## config.mk

```make
export PLATFORM = sky130hd
export DESIGN_NAME = decode_stage_hz_flat
export DESIGN_NICKNAME = d
export VERILOG_FILES = /design/src/rtl/decode_stage_hz_pkg.sv /design/src/rtl/decode_stage_hz_if.sv /design/src/rtl/decode_stage_hz_regfile_bypass.sv /design/src/rtl/decode_stage_hz.sv /design/src/flat_wrapper.sv
export SDC_FILE = /design/constraint.sdc
export NUM_CORES = 2
export LEC_CHECK = 0
export CAP_MARGIN = 20
export CORE_UTILIZATION = 55
export CTS_CLUSTER_DIAMETER = 30
export DETAILED_ROUTE_END_ITERATION = 6
export PLACE_DENSITY = 0.72
export SLEW_MARGIN = 20
export SYNTH_ARGS = -nofsm -noshare
export SYNTH_HDL_FRONTEND = slang
export SYNTH_SLANG_ARGS = --single-unit
```

## constraint.sdc

```tcl
create_clock -name clock -period 5.3 [get_ports clock]
set_input_delay 1.06 -clock clock [delete_from_list [all_inputs] [get_ports clock]]
set_output_delay 1.06 -clock clock [all_outputs]
set_load 0.01 [all_outputs]
```

## src/rtl/decode_stage_hz_pkg.sv

```systemverilog
// Shared MIPS decode definitions: opcodes, instruction classes, the ID/EX bubble and decode helpers.
package mips_pkg;

    localparam logic [5:0] OP_LW  = 6'b100011;
    localparam logic [5:0] OP_SW  = 6'b101011;
    localparam logic [5:0] OP_BEQ = 6'b000100;
    localparam logic [5:0] OP_BNE = 6'b000101;

    typedef enum logic [1:0] {
        T_NOP = 2'b00,
        T_J   = 2'b01,
        T_I   = 2'b10,
        T_R   = 2'b11
    } instr_type_e;

    typedef struct packed {
        logic        valid;
        instr_type_e itype;
        logic [5:0]  op;
    } id_ex_ctrl_t;

    localparam id_ex_ctrl_t BUBBLE_CTRL = '{valid: 1'b0, itype: T_NOP, op: 6'd0};

    // An all-zero R-format word is the canonical NOP, so it must not classify as R.
    function automatic instr_type_e classify(input logic [31:0] ir);
        if (ir[31:26] == 6'd0 && ir[25:0] != 26'd0) return T_R;
        else if (ir[31:28] != 4'd0)                 return T_I;
        else if (ir[27])                            return T_J;
        else                                        return T_NOP;
    endfunction

    function automatic logic uses_rt(input logic [5:0] opcode, input instr_type_e t);
        return (t == T_R) || (opcode == OP_SW) || (opcode == OP_BEQ) || (opcode == OP_BNE);
    endfunction

endpackage

```

## src/rtl/decode_stage_hz_if.sv

```systemverilog
// IF/ID inputs and ID/EX outputs of the decode stage, grouped as one pipeline bundle.
interface decode_stage_hz_if #(
    parameter int DATA_W = 32,
    parameter int ADDR_W = 32,
    parameter int REG_W  = 5
);
    // Each side is qualified only by its valid bit; there is no ready. Back-pressure is
    // id_stall_c toward fetch and the ex/mem stall inputs toward this stage.
    logic              IF_ID_valid;
    logic [ADDR_W-1:0] IF_ID_nextPC;
    logic [31:0]       IF_ID_IR;

    logic              ID_EX_valid;
    logic [ADDR_W-1:0] ID_EX_nextPC;
    logic [DATA_W-1:0] ID_EX_A;
    logic [DATA_W-1:0] ID_EX_B;
    logic [DATA_W-1:0] ID_EX_imm;
    logic [REG_W-1:0]  ID_EX_rs;
    logic [REG_W-1:0]  ID_EX_rt;
    logic [REG_W-1:0]  ID_EX_rd;
    logic [5:0]        ID_EX_op;
    logic [1:0]        ID_EX_instruc_type;

    modport master (
        input  IF_ID_valid, IF_ID_nextPC, IF_ID_IR,
        output ID_EX_valid, ID_EX_nextPC, ID_EX_A, ID_EX_B, ID_EX_imm,
               ID_EX_rs, ID_EX_rt, ID_EX_rd, ID_EX_op, ID_EX_instruc_type
    );

    modport slave (
        output IF_ID_valid, IF_ID_nextPC, IF_ID_IR,
        input  ID_EX_valid, ID_EX_nextPC, ID_EX_A, ID_EX_B, ID_EX_imm,
               ID_EX_rs, ID_EX_rt, ID_EX_rd, ID_EX_op, ID_EX_instruc_type
    );
endinterface

```

## src/rtl/decode_stage_hz_regfile_bypass.sv

```systemverilog
// Architectural register file: two read ports, one write port, R0 hardwired to zero,
// and a same-cycle bypass from the writeback port.
module regfile_bypass #(
    parameter int DATA_W   = 32,
    parameter int NUM_REGS = 32,
    parameter int REG_W    = $clog2(NUM_REGS)
) (
    input  logic              clock,
    input  logic              reset_n,
    input  logic              we,
    input  logic [REG_W-1:0]  wr_idx,
    input  logic [DATA_W-1:0] wr_data,
    input  logic [REG_W-1:0]  rd_idx_a,
    input  logic [REG_W-1:0]  rd_idx_b,
    output logic [DATA_W-1:0] rd_data_a,
    output logic [DATA_W-1:0] rd_data_b
);
    logic [DATA_W-1:0] rf [NUM_REGS];

    always_ff @(posedge clock) begin
        if (!reset_n) begin
            for (int i = 0; i < NUM_REGS; i++) rf[i] <= '0;
        end else if (we && wr_idx != '0) begin
            rf[wr_idx] <= wr_data;
        end
    end

    always_comb begin
        rd_data_a = '0;
        if (rd_idx_a != '0) rd_data_a = (we && wr_idx == rd_idx_a) ? wr_data : rf[rd_idx_a];
    end

    always_comb begin
        rd_data_b = '0;
        if (rd_idx_b != '0) rd_data_b = (we && wr_idx == rd_idx_b) ? wr_data : rf[rd_idx_b];
    end
endmodule

```

## src/rtl/decode_stage_hz.sv

```systemverilog
// MIPS ID stage: decode, register read with WB bypass, load-use interlock and the ID/EX register.
module decode_stage_hz
    import mips_pkg::*;
#(
    parameter int DATA_W   = 32,
    parameter int ADDR_W   = 32,
    parameter int NUM_REGS = 32,
    parameter int REG_W    = $clog2(NUM_REGS),
    parameter int CNT_W    = 16
) (
    input  logic              clock,
    input  logic              reset_n,
    input  logic              ex_stall_c,
    input  logic              mem_stall_c,
    input  logic              flush_c,
    input  logic              WB_WEenable,
    input  logic [REG_W-1:0]  WB_dest,
    input  logic [DATA_W-1:0] WB_value,
    decode_stage_hz_if.master pipe,
    output logic              id_stall_c,
    output logic [CNT_W-1:0]  hazard_count
);
    logic [31:0]       ir;
    logic [5:0]        opcode;
    logic [REG_W-1:0]  rs, rt, rd;
    logic [DATA_W-1:0] imm, rd_a, rd_b;
    instr_type_e       itype;
    logic [5:0]        op_dec;
    logic              hazard, down_stall;

    id_ex_ctrl_t       ctrl_q;
    logic [ADDR_W-1:0] pc_q;
    logic [DATA_W-1:0] a_q, b_q, imm_q;
    logic [REG_W-1:0]  rs_q, rt_q, rd_q;
    logic [CNT_W-1:0]  cnt_q;

    assign ir     = pipe.IF_ID_IR;
    assign opcode = ir[31:26];
    assign rs     = ir[21 +: REG_W];
    assign rt     = ir[16 +: REG_W];
    assign rd     = ir[11 +: REG_W];
    assign imm    = {{(DATA_W-16){ir[15]}}, ir[15:0]};
    assign itype  = classify(ir);
    assign op_dec = (itype == T_R) ? ir[5:0] : opcode;

    regfile_bypass #(.DATA_W(DATA_W), .NUM_REGS(NUM_REGS), .REG_W(REG_W)) u_rf (
        .clock     (clock),
        .reset_n   (reset_n),
        .we        (WB_WEenable),
        .wr_idx    (WB_dest),
        .wr_data   (WB_value),
        .rd_idx_a  (rs),
        .rd_idx_b  (rt),
        .rd_data_a (rd_a),
        .rd_data_b (rd_b)
    );

    // A load in EX whose destination feeds this instruction needs one bubble;
    // the bubble clears ctrl_q.valid, so the hazard drops by itself next cycle.
    assign hazard = ctrl_q.valid && ctrl_q.itype == T_I && ctrl_q.op == OP_LW && rt_q != '0
                    && pipe.IF_ID_valid
                    && (rt_q == rs || (uses_rt(opcode, itype) && rt_q == rt));

    assign down_stall = ex_stall_c | mem_stall_c;
    assign id_stall_c = down_stall | (hazard & ~flush_c);

    always_ff @(posedge clock) begin
        if (!reset_n) begin
            ctrl_q <= BUBBLE_CTRL;
            pc_q   <= '0;
            a_q    <= '0;
            b_q    <= '0;
            imm_q  <= '0;
            rs_q   <= '0;
            rt_q   <= '0;
            rd_q   <= '0;
            cnt_q  <= '0;
        end else if (down_stall) begin
            ctrl_q <= ctrl_q;
        end else if (flush_c || hazard) begin
            ctrl_q <= BUBBLE_CTRL;
            pc_q   <= '0;
            a_q    <= '0;
            b_q    <= '0;
            imm_q  <= '0;
            rs_q   <= '0;
            rt_q   <= '0;
            rd_q   <= '0;
            if (!flush_c && cnt_q != '1) cnt_q <= cnt_q + 1'b1;
        end else begin
            ctrl_q <= '{valid: pipe.IF_ID_valid, itype: itype, op: op_dec};
            pc_q   <= pipe.IF_ID_nextPC;
            a_q    <= rd_a;
            b_q    <= rd_b;
            imm_q  <= imm;
            rs_q   <= rs;
            rt_q   <= rt;
            rd_q   <= rd;
        end
    end

    assign pipe.ID_EX_valid        = ctrl_q.valid;
    assign pipe.ID_EX_instruc_type = ctrl_q.itype;
    assign pipe.ID_EX_op           = ctrl_q.op;
    assign pipe.ID_EX_nextPC       = pc_q;
    assign pipe.ID_EX_A            = a_q;
    assign pipe.ID_EX_B            = b_q;
    assign pipe.ID_EX_imm          = imm_q;
    assign pipe.ID_EX_rs           = rs_q;
    assign pipe.ID_EX_rt           = rt_q;
    assign pipe.ID_EX_rd           = rd_q;
    assign hazard_count            = cnt_q;
endmodule

```

## src/flat_wrapper.sv

```systemverilog
// flat-port wrapper written by rule: the top's interface ports become plain ports
module decode_stage_hz_flat import mips_pkg::*;
#(
    parameter int DATA_W   = 32,
    parameter int ADDR_W   = 32,
    parameter int NUM_REGS = 32,
    parameter int REG_W    = $clog2(NUM_REGS),
    parameter int CNT_W    = 16
)
  (clock, reset_n, ex_stall_c, mem_stall_c, flush_c, WB_WEenable, WB_dest, WB_value, id_stall_c, hazard_count, pipe_IF_ID_valid, pipe_IF_ID_nextPC, pipe_IF_ID_IR, pipe_ID_EX_valid, pipe_ID_EX_nextPC, pipe_ID_EX_A, pipe_ID_EX_B, pipe_ID_EX_imm, pipe_ID_EX_rs, pipe_ID_EX_rt, pipe_ID_EX_rd, pipe_ID_EX_op, pipe_ID_EX_instruc_type);
  decode_stage_hz_if #(.DATA_W(DATA_W), .ADDR_W(ADDR_W), .REG_W(REG_W)) pipe_i ();
  input  logic clock;
  input  logic reset_n;
  input  logic ex_stall_c;
  input  logic mem_stall_c;
  input  logic flush_c;
  input  logic WB_WEenable;
  input  logic [REG_W-1:0] WB_dest;
  input  logic [DATA_W-1:0] WB_value;
  output logic id_stall_c;
  output logic [CNT_W-1:0] hazard_count;
  input wire logic [$bits(pipe_i.IF_ID_valid)-1:0] pipe_IF_ID_valid;
  input wire logic [$bits(pipe_i.IF_ID_nextPC)-1:0] pipe_IF_ID_nextPC;
  input wire logic [$bits(pipe_i.IF_ID_IR)-1:0] pipe_IF_ID_IR;
  output wire logic [$bits(pipe_i.ID_EX_valid)-1:0] pipe_ID_EX_valid;
  output wire logic [$bits(pipe_i.ID_EX_nextPC)-1:0] pipe_ID_EX_nextPC;
  output wire logic [$bits(pipe_i.ID_EX_A)-1:0] pipe_ID_EX_A;
  output wire logic [$bits(pipe_i.ID_EX_B)-1:0] pipe_ID_EX_B;
  output wire logic [$bits(pipe_i.ID_EX_imm)-1:0] pipe_ID_EX_imm;
  output wire logic [$bits(pipe_i.ID_EX_rs)-1:0] pipe_ID_EX_rs;
  output wire logic [$bits(pipe_i.ID_EX_rt)-1:0] pipe_ID_EX_rt;
  output wire logic [$bits(pipe_i.ID_EX_rd)-1:0] pipe_ID_EX_rd;
  output wire logic [$bits(pipe_i.ID_EX_op)-1:0] pipe_ID_EX_op;
  output wire logic [$bits(pipe_i.ID_EX_instruc_type)-1:0] pipe_ID_EX_instruc_type;
  assign pipe_i.IF_ID_valid = pipe_IF_ID_valid;
  assign pipe_i.IF_ID_nextPC = pipe_IF_ID_nextPC;
  assign pipe_i.IF_ID_IR = pipe_IF_ID_IR;
  assign pipe_ID_EX_valid = pipe_i.ID_EX_valid;
  assign pipe_ID_EX_nextPC = pipe_i.ID_EX_nextPC;
  assign pipe_ID_EX_A = pipe_i.ID_EX_A;
  assign pipe_ID_EX_B = pipe_i.ID_EX_B;
  assign pipe_ID_EX_imm = pipe_i.ID_EX_imm;
  assign pipe_ID_EX_rs = pipe_i.ID_EX_rs;
  assign pipe_ID_EX_rt = pipe_i.ID_EX_rt;
  assign pipe_ID_EX_rd = pipe_i.ID_EX_rd;
  assign pipe_ID_EX_op = pipe_i.ID_EX_op;
  assign pipe_ID_EX_instruc_type = pipe_i.ID_EX_instruc_type;
  decode_stage_hz #(.DATA_W(DATA_W), .ADDR_W(ADDR_W), .NUM_REGS(NUM_REGS), .REG_W(REG_W), .CNT_W(CNT_W)) u_core (.clock(clock), .reset_n(reset_n), .ex_stall_c(ex_stall_c), .mem_stall_c(mem_stall_c), .flush_c(flush_c), .WB_WEenable(WB_WEenable), .WB_dest(WB_dest), .WB_value(WB_value), .pipe(pipe_i), .id_stall_c(id_stall_c), .hazard_count(hazard_count));
endmodule
```

cell_classes.png
Bar = 100 um.
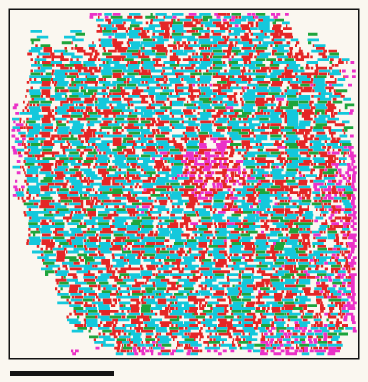
colour	class	cells	share of their area
red	all other logic	2558	35%
green	clock drivers and dummy loads	479	13%
cyan	flip-flops	1171	46%
magenta	other buffers and delay cells	435	6.0%

port_nets.png
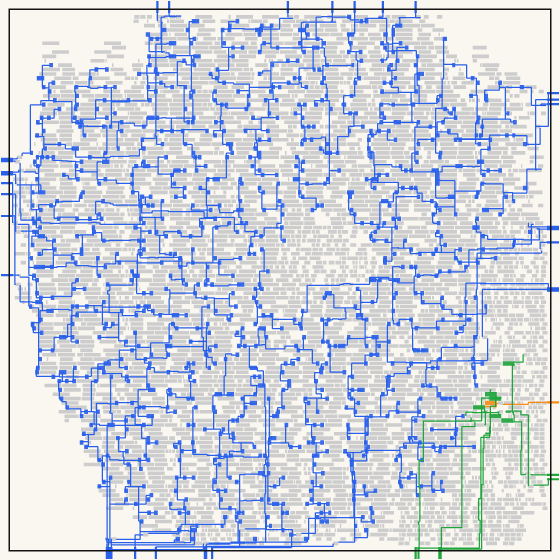
colour	port	bits	direction	edge	end cells	buffers	wire
green	pipe_ID_EX_op	6	output	4 bottom, 2 right	6	6	732 um
orange	pipe_ID_EX_valid	1	output	right	1	1	40.5 um
blue	WB_value	32	input	9 bottom, 8 right, 8 left, 7 top	1056	33	11700 um

==> changes_impl.md <==
### Metrics

* WL met2 at 94810 um
* Worst slew margin at 0.2541
* Required @ worst endpoint at 4240 ps
* Die Ht at 334.8 um
* Tool warnings at 39
* Cells in synth_stat.txt at 4177
* Post-CTS sizing at 0
* EDFF count, synth at 1024
* Max-cap violations at 0
* Post-DP HPWL at 116100 um
* Cycle use final at 0.9060
* Io pins at 277
* Finished Core Util at 0.6868
* Max layer used: met5
* Met1 WL at 71980 um
* Worst hold path type: reg2reg
* Power per Cell Area at 402.3 nW/um^2
* Vias in the first global route at 42224
* Via count at 42116
* Worst Path Arrival at 3740 ps
* Fillcell total at 7176
* Mux cell area share at 0.2283
* Worst setup SP type: input pin
* Cell row count at 121
* Crit path time final at 4802 ps
* Main logic family: multiplexers
* Largest net degree at the start of global routing at 135
* Maximum vdd drop at 0.3143 mV
* Clock tree sinks at 1171
* Pre-Place Util at 0.5571
* Total Neg Setup Slack at 0 ps
* Flops & latches, synth at 1171
* Hold Buf Count CTS at 0
* Final Cell Area at 75080 sq um
* Area grow syn2layout at 23.28%
* FFs w/ async S/R, synth at 0
* Placed insts at 5640
* DRC errors left at 0
* Netlist area before placement at 60900 sq um
* Mean Syn Cell Area at 14.58 sq um
* Worst-Margin Slew at 1116 ps
* Port bufs at 276
* Post-synth seq share at 0.5533
* AO/OA Area Share at 0.05656
* DR WL/cell at 33.40 um
* # H-tree levels at 5
* Setup repair bufs after CTS at 0
* Pre-CTS setup slack at 417.5 ps
* Clk slew on worst S/H paths at 40 ps
* Pleak at 26.81 nW
* Synth area leaders: edfxtp_1 (50%), mux4_2 (19%), and2_1 (9.5%)
* Final hold slack at 455.1 ps
* Setup Skew at 58.36 ps
* YS warnings at 0
* First-pass GRT wire length at 292400 um
* Core footprint at 109300 sq um
* Status: complete, no violations
* Die area at 112100 sq um
* Nets@finish at 4552
* Crit-path max FO at 9
* Yosys xor share at 0.002876
* Area leader share at 0.5049
* Most frequent cells in the layout: edfxtp_1 (1024), and2_1 (929), mux4_2 (516)
* Final Hold Fails at 0
* RSZ-0062 raised after global routing: false
* TritonCTS clock tree: built
* WS Path Type: in2out
* Placer Congestion at 0.8783
* Post-Layout Cell Count at 6126
* Setup-failing EPs final at 0
* Post-synth top flop: edfxtp_1
* Met3 wire length at 27990 um
* Final WS setup at 498.0 ps
* Initial DRT Pass Iterations at 6
* First DRT Iteration DRCs at 5603
* Num CTS Buffers at 277
* Pins Over Slew Limit at 0
* Share of cells above drive strength 1 at 0.2753
* Adder Share, Synth at 0.0002055
* Basic Gates by Area at 0.1262
* Global route total overflow at 0
* Worst Setup End Kind: primary output
* Initial antenna violation count at 11
* Root Buffer: clkbuf_16
* DRT Wirelength at 204600 um
* Unique cell types at 52
* Largest area contributor in the netlist: edfxtp_1
* Die X-Extent at 334.8 um
* Syn Inst Count at 4177
* Most common cell after layout, fill and taps aside: edfxtp_1
* Deepest clock path buffer count at 4
* Detail Route Antenna Nets at 0
* Latency at later pin at 870 ps
* Chip area in the Yosys report at 60900 sq um
* Placed cell areas at 65880 sq um
* Fmax at 208.2 MHz
* Total Power at 30.20 mW
* Vias per inst at 6.875
final_congestion.png
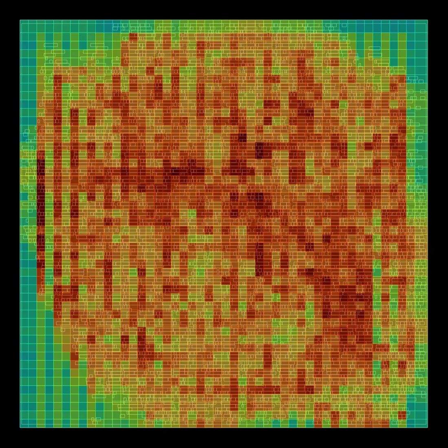
GR Util All Layers: 0.3667
gr busiest metal: met2
met3 Track Usage GR: 0.1175
GR Util met2: 0.5643
M1 GR Usage: 0.4737

wire_density.png
Bar = 100 um. 33 x 33 tiles, from dark purple (low) to yellow (high), scaled to the fullest tile. Values are wire area over tile area, all layers added.
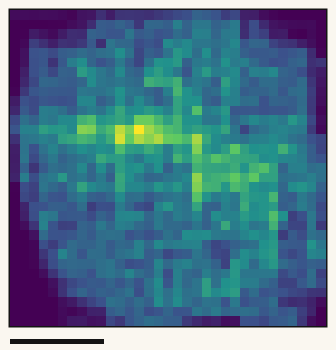
mean over tiles	0.32
tiles over half the peak	16%
densest ninth of the die	centre
nearly empty tiles	6.7%
fullest tile	0.96

==> state kept, by name (all words and copies together) (netlist names) <==
register and count:
u_core.pipe.ID_EX_rd 4, u_core.u_rf.rf 1024, u_core.pipe.ID_EX_imm 12, u_core.pipe.ID_EX_B 32, u_core.pipe.ID_EX_nextPC 32, u_core.pipe.ID_EX_rt 5, u_core.pipe.ID_EX_valid 1, u_core.pipe.ID_EX_op 6
u_core.pipe.ID_EX_A 32, u_core.pipe.ID_EX_rs 5, u_core.hazard_count 16, u_core.pipe.ID_EX_instruc_type 2
==> per-layer routing <==
| layer | vias up | GRT usage |
|---|---|---|
| met5 | - | 0.01259 |
| met1 | 21380 | 0.4737 |
| met3 | 669 | 0.1175 |
| li1 | 16759 | - |
| met2 | 3301 | 0.5643 |
| met4 | 7 | 0.1717 |
==> critical path: stages <==
cell and delay, ps:
clkdlybuf4s50_1 490, nor4_1 600, nand4_1 180, o311a_1 540, o221ai_4 270, o21ai_0 110, clkdlybuf4s50_1 490
==> cell families (layout without fill, tap and decap cells) <==
family                     Yosys count  after routing
other                                1             39
xor gates and xnor gates            20             20
DFF                               1171           1171
and+or+nand+nor                   1310           1310
muxes                              736            736
adders and majority gates            1              1
AOI/OAI and AO/OA                  455            455
buffers and inverters              483            918
==> final cells by class <==
| class | instances | area [sq um] | share of cell area |
|---|---|---|---|
| antenna | 7 | 17.52 | 0.0002333 |
| sequential | 1171 | 33690 | 0.4488 |
| clock inverter | 145 | 1688 | 0.02248 |
| clock buffer | 334 | 7521 | 0.1002 |
| multi-input combinational | 2554 | 25920 | 0.3453 |
| inverter | 4 | 20.02 | 0.0002667 |
| tap | 1476 | 1847 | 0.02460 |
| timing repair buffer | 435 | 4365 | 0.05815 |
==> path summary, 6_finish.rpt <==
| check | startpoint | to | slack [ps] | cells past startpoint |
|---|---|---|---|---|
| min | u_core.pipe.ID_EX_B[28] | u_core.pipe.ID_EX_B[28] | 460 | 2 |
| max reg2reg | u_core.pipe.ID_EX_rt[2] | u_core.pipe.ID_EX_B[24] | 2190 | 8 |
| max | pipe_IF_ID_IR[0] | id_stall_c | 500 | 7 |
| min reg2reg | u_core.pipe.ID_EX_B[28] | u_core.pipe.ID_EX_B[28] | 460 | 2 |
==> power breakdown <==
group	switching (mW)	internal, mW
Sequential	0.258	10.5
Clock	5.16	11.6
Combinational	1.47	1.18
==> Yosys cell counts (all sizes together), types with 6 or more instances <==
cell    count
edfxtp   1024
and2      929
mux4      516
clkbuf    369
mux2i     158
dfxtp     147
buf       110
nand2     109
nor2      102
o21ai      97
and3       69
a32oi      67
mux2       62
o22ai      62
a21o       40
a21oi      37
or3        37
o221ai     32
a211o      31
a21boi     31
a221oi     31
nand2b     15
nand3      14
o311ai     12
o41ai      12
xor2       12
nor4        8
xnor2       8
nand4       6
nor3        6
No activity file was given, so power comes from the tool's default toggle rates.
